### src/rtl/seg7_scan_if.sv
// Display bus for seg7_scan: value/control toward the driver,
// digit enables, segments and scan tick back out.
interface seg7_scan_if;
    logic [15:0] value;
    logic [3:0]  dp_in;
    logic        blank_lz;
    logic        enable;
    logic [3:0]  an;
    logic [6:0]  seg;
    logic        dp;
    logic        tick;

    modport master (
        output value, dp_in, blank_lz, enable,
        input  an, seg, dp, tick
    );

    modport slave (
        input  value, dp_in, blank_lz, enable,
        output an, seg, dp, tick
    );
endinterface

### src/rtl/seg7_scan.sv
// Time-multiplexed 4-digit hex seven-segment driver, common anode,
// active-low outputs, value captured once per refresh frame.
module seg7_scan #(
    parameter int DIV_BITS = 16
) (
    input logic        clk,
    input logic        clr,
    seg7_scan_if.slave bus
);

    logic [DIV_BITS-1:0] pre;
    logic [1:0]          idx;
    logic [15:0]         shadow_val;
    logic [3:0]          shadow_dp;
    logic [3:0]          nib;
    logic [6:0]          glyph;
    logic                blank;

    assign bus.tick = &pre;

    always_comb begin
        nib = shadow_val[{idx, 2'b00} +: 4];
    end

    // Leading-zero test looks only at the more significant nibbles
    always_comb begin
        blank = 1'b0;
        if (bus.blank_lz) begin
            unique case (idx)
                2'd3:    blank = (shadow_val[15:12] == 4'h0);
                2'd2:    blank = (shadow_val[15:8] == 8'h00);
                2'd1:    blank = (shadow_val[15:4] == 12'h000);
                default: blank = 1'b0;
            endcase
        end
    end

    always_comb begin
        glyph = 7'b1111111;
        unique case (nib)
            4'h0: glyph = 7'b1000000;
            4'h1: glyph = 7'b1111001;
            4'h2: glyph = 7'b0100100;
            4'h3: glyph = 7'b0110000;
            4'h4: glyph = 7'b0011001;
            4'h5: glyph = 7'b0010010;
            4'h6: glyph = 7'b0000010;
            4'h7: glyph = 7'b1111000;
            4'h8: glyph = 7'b0000000;
            4'h9: glyph = 7'b0010000;
            4'hA: glyph = 7'b0001000;
            4'hB: glyph = 7'b0000011;
            4'hC: glyph = 7'b1000110;
            4'hD: glyph = 7'b0100001;
            4'hE: glyph = 7'b0000110;
            4'hF: glyph = 7'b0001110;
        endcase
    end

    always_ff @(posedge clk or negedge clr) begin
        if (!clr) begin
            pre        <= '0;
            idx        <= 2'd0;
            shadow_val <= 16'h0000;
            shadow_dp  <= 4'b0000;
            bus.an     <= 4'b1111;
            bus.seg    <= 7'b1111111;
            bus.dp     <= 1'b1;
        end else begin
            pre <= pre + 1'b1;
            if (bus.tick) begin
                idx <= idx + 2'd1;
                // Capture only at the frame boundary so a frame never tears
                if (idx == 2'd3) begin
                    shadow_val <= bus.value;
                    shadow_dp  <= bus.dp_in;
                end
            end
            if (bus.enable) begin
                bus.an  <= ~(4'b0001 << idx);
                bus.seg <= blank ? 7'b1111111 : glyph;
                bus.dp  <= ~shadow_dp[idx];
            end else begin
                bus.an  <= 4'b1111;
                bus.seg <= 7'b1111111;
                bus.dp  <= 1'b1;
            end
        end
    end

endmodule

### src/flat_wrapper.sv
// flat-port wrapper written by rule: the top's interface ports become plain ports
module seg7_scan_flat 
#(
    parameter int DIV_BITS = 16
)
  (clk, clr, bus_value, bus_dp_in, bus_blank_lz, bus_enable, bus_an, bus_seg, bus_dp, bus_tick);
  seg7_scan_if bus_i ();
  input logic clk;
  input logic clr;
  input wire logic [$bits(bus_i.value)-1:0] bus_value;
  input wire logic [$bits(bus_i.dp_in)-1:0] bus_dp_in;
  input wire logic [$bits(bus_i.blank_lz)-1:0] bus_blank_lz;
  input wire logic [$bits(bus_i.enable)-1:0] bus_enable;
  output wire logic [$bits(bus_i.an)-1:0] bus_an;
  output wire logic [$bits(bus_i.seg)-1:0] bus_seg;
  output wire logic [$bits(bus_i.dp)-1:0] bus_dp;
  output wire logic [$bits(bus_i.tick)-1:0] bus_tick;
  assign bus_i.value = bus_value;
  assign bus_i.dp_in = bus_dp_in;
  assign bus_i.blank_lz = bus_blank_lz;
  assign bus_i.enable = bus_enable;
  assign bus_an = bus_i.an;
  assign bus_seg = bus_i.seg;
  assign bus_dp = bus_i.dp;
  assign bus_tick = bus_i.tick;
  seg7_scan #(.DIV_BITS(DIV_BITS)) u_core (.clk(clk), .clr(clr), .bus(bus_i));
endmodule
### config.mk
export PLATFORM = sky130hd
export DESIGN_NAME = seg7_scan_flat
export DESIGN_NICKNAME = d
export VERILOG_FILES = /design/src/rtl/seg7_scan_if.sv /design/src/rtl/seg7_scan.sv /design/src/flat_wrapper.sv
export SDC_FILE = /design/constraint.sdc
export NUM_CORES = 1
export LEC_CHECK = 0
export CORE_MARGIN = 5
export CORE_UTILIZATION = 58
export DETAILED_ROUTE_END_ITERATION = 10
export HOLD_SLACK_MARGIN = 0.06
export PLACE_DENSITY = 0.89
export SLEW_MARGIN = 20
export SYNTH_ARGS = -nofsm -noshare
export SYNTH_HDL_FRONTEND = slang
export SYNTH_SLANG_ARGS = --single-unit
### constraint.sdc
create_clock -name clk -period 6.8 [get_ports clk]
set_input_delay 0.68 -clock clk [delete_from_list [all_inputs] [get_ports clk]]
set_output_delay 0.68 -clock clk [all_outputs]
set_load 0.01 [all_outputs]
Cell classes on the final placement:
The bar under the picture is 20 um long. Fill, decap, tap and diode cells in grey.
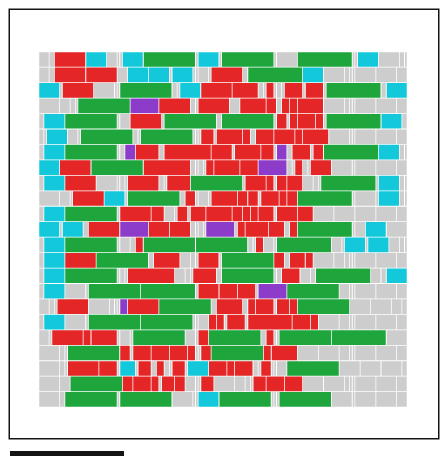
[red] combinational and other logic | cells: 134
[purple] clock drivers and dummy loads | cells: 8
[cyan] other buffers and delay cells | cells: 36
[green] flops | cells: 50
cell area after layout: 2950 sq um
area of the core region: 4060 sq um

Signal wires by layer:
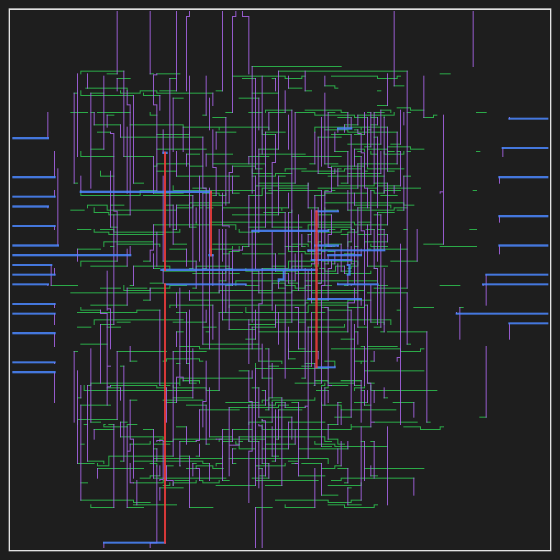
[blue] metal 3 | wire length: 280 um
[red] metal 4 | wire length: 83.0 um
[purple] metal 2 | wire length: 2,170 um
[green] metal 1 | wire length: 1,910 um
via count: 1,583
detailed-route wire length per cell: 16.0 um
final WL: 4450 um
Tot GR Track Use: 17.4%

Placement view:
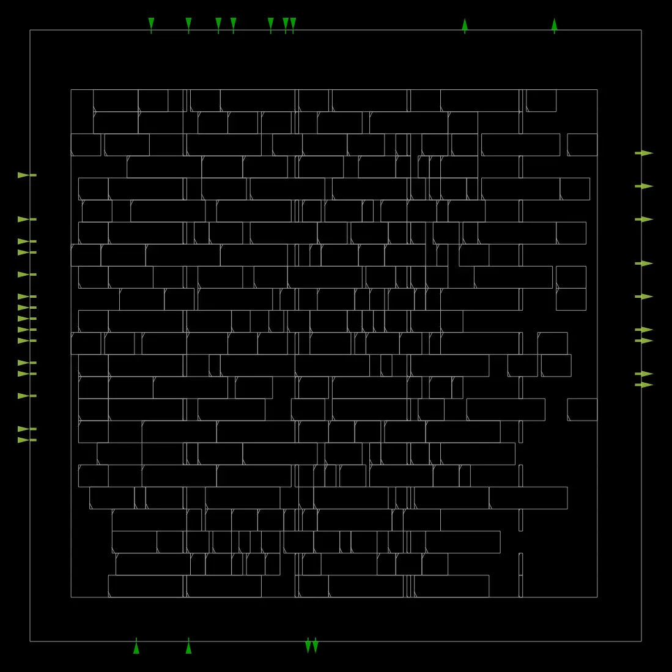
tapcells inserted: 50
final-layout fill cell count: 267

==> sequential cells by signal, summed over array words and instances (netlist names) <==
signal / flops
u_core.idx: 2
u_core.bus.dp: 1
u_core.pre: 16
u_core.bus.seg: 7
u_core.shadow_dp: 4
u_core.shadow_val: 16
u_core.bus.an: 4
==> layer usage <==
layer  track usage (%)  up-vias  part of all wire (%)
li1                  -      742                     -
met1              23.7      780                    43
met2              27.5       52                    49
met3              3.83        9                   6.3
met4              6.80        0                   1.8
met5                 0        -                     0
==> logic make-up after synthesis <==
kind of cell    count (synthesis)
flops                          50
simple gates                   47
mux                            33
compound gates                 19
xor+xnor                       16
fa+ha+maj                      12
buf+inv                        11
==> how the worst max path moves through the flow <==
stage | depth (start not counted) | to | slack [ps] | start
floorplan | 6 | u_core.bus.seg[2] | 4670 | u_core.idx[0]
global placement | 4 | u_core.bus.seg[1] | 4340 | bus_blank_lz
detailed placement | 4 | u_core.bus.seg[4] | 4270 | bus_blank_lz
CTS | 5 | bus_tick | 4130 | u_core.pre[6]
global route | 5 | bus_tick | 4010 | u_core.pre[6]
finish | 5 | bus_tick | 4150 | u_core.pre[6]
==> cell usage in the layout (no fill, tap or decap), types with 3 or more instances in the layout <==
| master | Yosys | layout |
|---|---|---|
| mux2_4 | 20 | 20 |
| mux4_2 | 3 | 3 |
| xnor2_1 | 14 | 14 |
| clkbuf_8 | 0 | 5 |
| dfstp_2 | 12 | 12 |
| mux2i_1 | 7 | 7 |
| clkdlybuf4s50_1 | 0 | 35 |
| nand2_1 | 16 | 16 |
| nor2_1 | 7 | 7 |
| o311ai_0 | 3 | 3 |
| inv_1 | 7 | 7 |
| o221ai_1 | 3 | 3 |
| ha_1 | 12 | 12 |
| and3_1 | 3 | 3 |
| mux2_2 | 3 | 3 |
| nand3_1 | 11 | 11 |
| dfrtp_1 | 38 | 38 |
| a21oi_1 | 3 | 3 |
==> layout make-up <==
cell class	count	area [sq um]	area share [%]
clock buffers	6	72.6	2.46
well taps	50	62.6	2.12
multi-input cells	127	1150	39.1
clock inverters	2	10.0	0.340
flip-flops and latches	50	1270	43.0
repair buffers	36	358	12.1
inverters	7	26.3	0.891
==> worst max-delay path, stage by stage (launching register included) <==
cell	delay, ps
dfrtp_1	440
nand4_2	170
nor4_4	310
nand3_1	120
nor2_1	90
clkdlybuf4s50_1	540
==> power groups by stage <==
stage / combinational (mW) / clock, mW / sequential (mW)
after CTS: 0.0585 / 0.167 / 0.316
final: 0.0581 / 0.162 / 0.316
after global placement: 0.0564 / 0 / 0.322
after floorplan: 0.0246 / 0 / 0.322
after global routing: 0.0636 / 0.181 / 0.317
after detailed placement: 0.0583 / 0 / 0.322
==> metrics by stage <==
stage / area (sq um) / power, mW / worst slack [ps]
floorplan: 2480 / 0.347 / 4670
global placement: 2860 / 0.378 / 4340
detailed placement: 2860 / 0.380 / 4270
CTS: 2950 / 0.542 / 4130
global route: 2950 / 0.562 / 4010
finish: 2950 / 0.537 / 4150
==> reports/metrics.cfg <==
[worst_setup_path]
critical_path_required_ps = 6120
worst_ep_arrival_time_ps = 1970
timing.setup.critical_path_class = reg -> out
critical_path.reg2reg.startpoint = u_core.idx[0]
ff2ff_path_depth = 5
worst_setup_path_start_kind = register
cp_max_fo = 5
timing.reg2reg.setup_slack_ps = 4290
worstSetupEndpointType = output port
r2r-end = u_core.bus.seg[4]

[power_and_ir_drop]
switching_share_pct = 22.6
clkPwrFrac_pct = 30.3
net_switching_component_of_the_power_mw = 0.121
p_int_mw = 0.416
power_per_cell_area_nw_per_um2 = 182
share_comb_of_total_power_pct = 10.8
share_seq_of_total_power_pct = 58.9
vdd_ir_drop_max_mv = 0.160
leakage_nw = 1.31

[synth]
syn_avg_cell_area_sq_um = 13.2
ys_top_cells_by_area = dfrtp_1, dfstp_2, mux2_4
synthesis.instances = 188
yosys.area_share.adder_pct = 6.06
mux_area_share_pct = 19.0
synth_area_sq_um = 2480
synth.cellmix.compoundShare_pct = 5.61
synthTopCellsByCount = dfrtp_1, mux2_4, nand2_1
postSynthRegisterBits = 50
synth-area-yosys_sq_um = 2480
synth.most_common_cell = dfrtp_1
asyncSetResetFlopFracSynth_pct = 100
synth_simple_gate_area_share_pct = 10.2
synthTopLogicFamily = multiplexers
enable_flop_cells = 0
ys_seq_share_pct = 51.1
synth.yosys.warnings = 0
netlist-cell-type-count = 34
xor_and_xnor_area_share_after_synthesis_pct = 5.66
yosysTopAreaCellShare_pct = 38.4
top_area_cell = dfrtp_1
yosys_cells = 188
synth_top_flop_cell = dfrtp_1
syn_nets = 224

[floorplan]
chip_area_sq_um = 5680
row_count = 23
core_utilization_at_floorplan_pct = 61.1
die_y_um = 75.4
die_w_um = 75.4
ios = 37

[timing]
final_worst_path_period_need_ps = 2650
achievable-frequency_mhz = 377
finalCritPeriodShare_pct = 39.0
finalHoldViolCount = 0
fin_skew_ps = 3.68
timing_max_transition_violations_final = 0
timing.hold.ws_ps = 380
max-slew-margin-rel_pct = 53.1
max_slew.worst_pin.slew_ps = 703
setup-tns-final_ps = 0
grt_setup_unrepaired = false
setup_viol = 0

[cts]
ctsRootBufferMaster = clkbuf_8
ctsHoldBuffers = 0
cts.sinks = 50
tritoncts = built
cts_max_path_buffers = 2
insertion_delay_to_the_later_sink_of_the_worst_skew_pair_ps = 300
resize_count_post_cts = 0
cts-buffers-inserted = 5
cts.repair_timing.setup_buffer_count = 0
cts.htree.levels = 2
clk_pin_slew_worst_paths_ps = 80

[grt]
grt_first_pass_wirelength_um = 7420
antenna_found_initial = 0
grt_max_degree = 51
global_route_congestion_overflow_total = 0
first_global_vias = 1557

[placed_design]
portBuffers = 36
detailedPlacementHpwl_um = 3300
place.gp.congestion = 0.846
place_inst = 270

[drt]
routed_via_density = 5.69
ant_nets = 0
drt_first_pass_iters = 4
drt_first_iter_violations = 204
remaining_drc_errors = 0

[min_path]
hold_path.class = in -> async

[finish]
area.growth.synth_to_final_pct = 19.0
final_layout_size_suffix_gt1_share_pct = 21.9
final_instance_count_without_filler_cells = 278
nNetsFinal = 263
finish.utilization_pct = 72.6
insertedDiodeCount = 0

[run]
maxCapViolCount = 0
stage_log_warnings = 35

[status]
run_status = finished, final reports clean

Power and IR drop assume default switching activity.
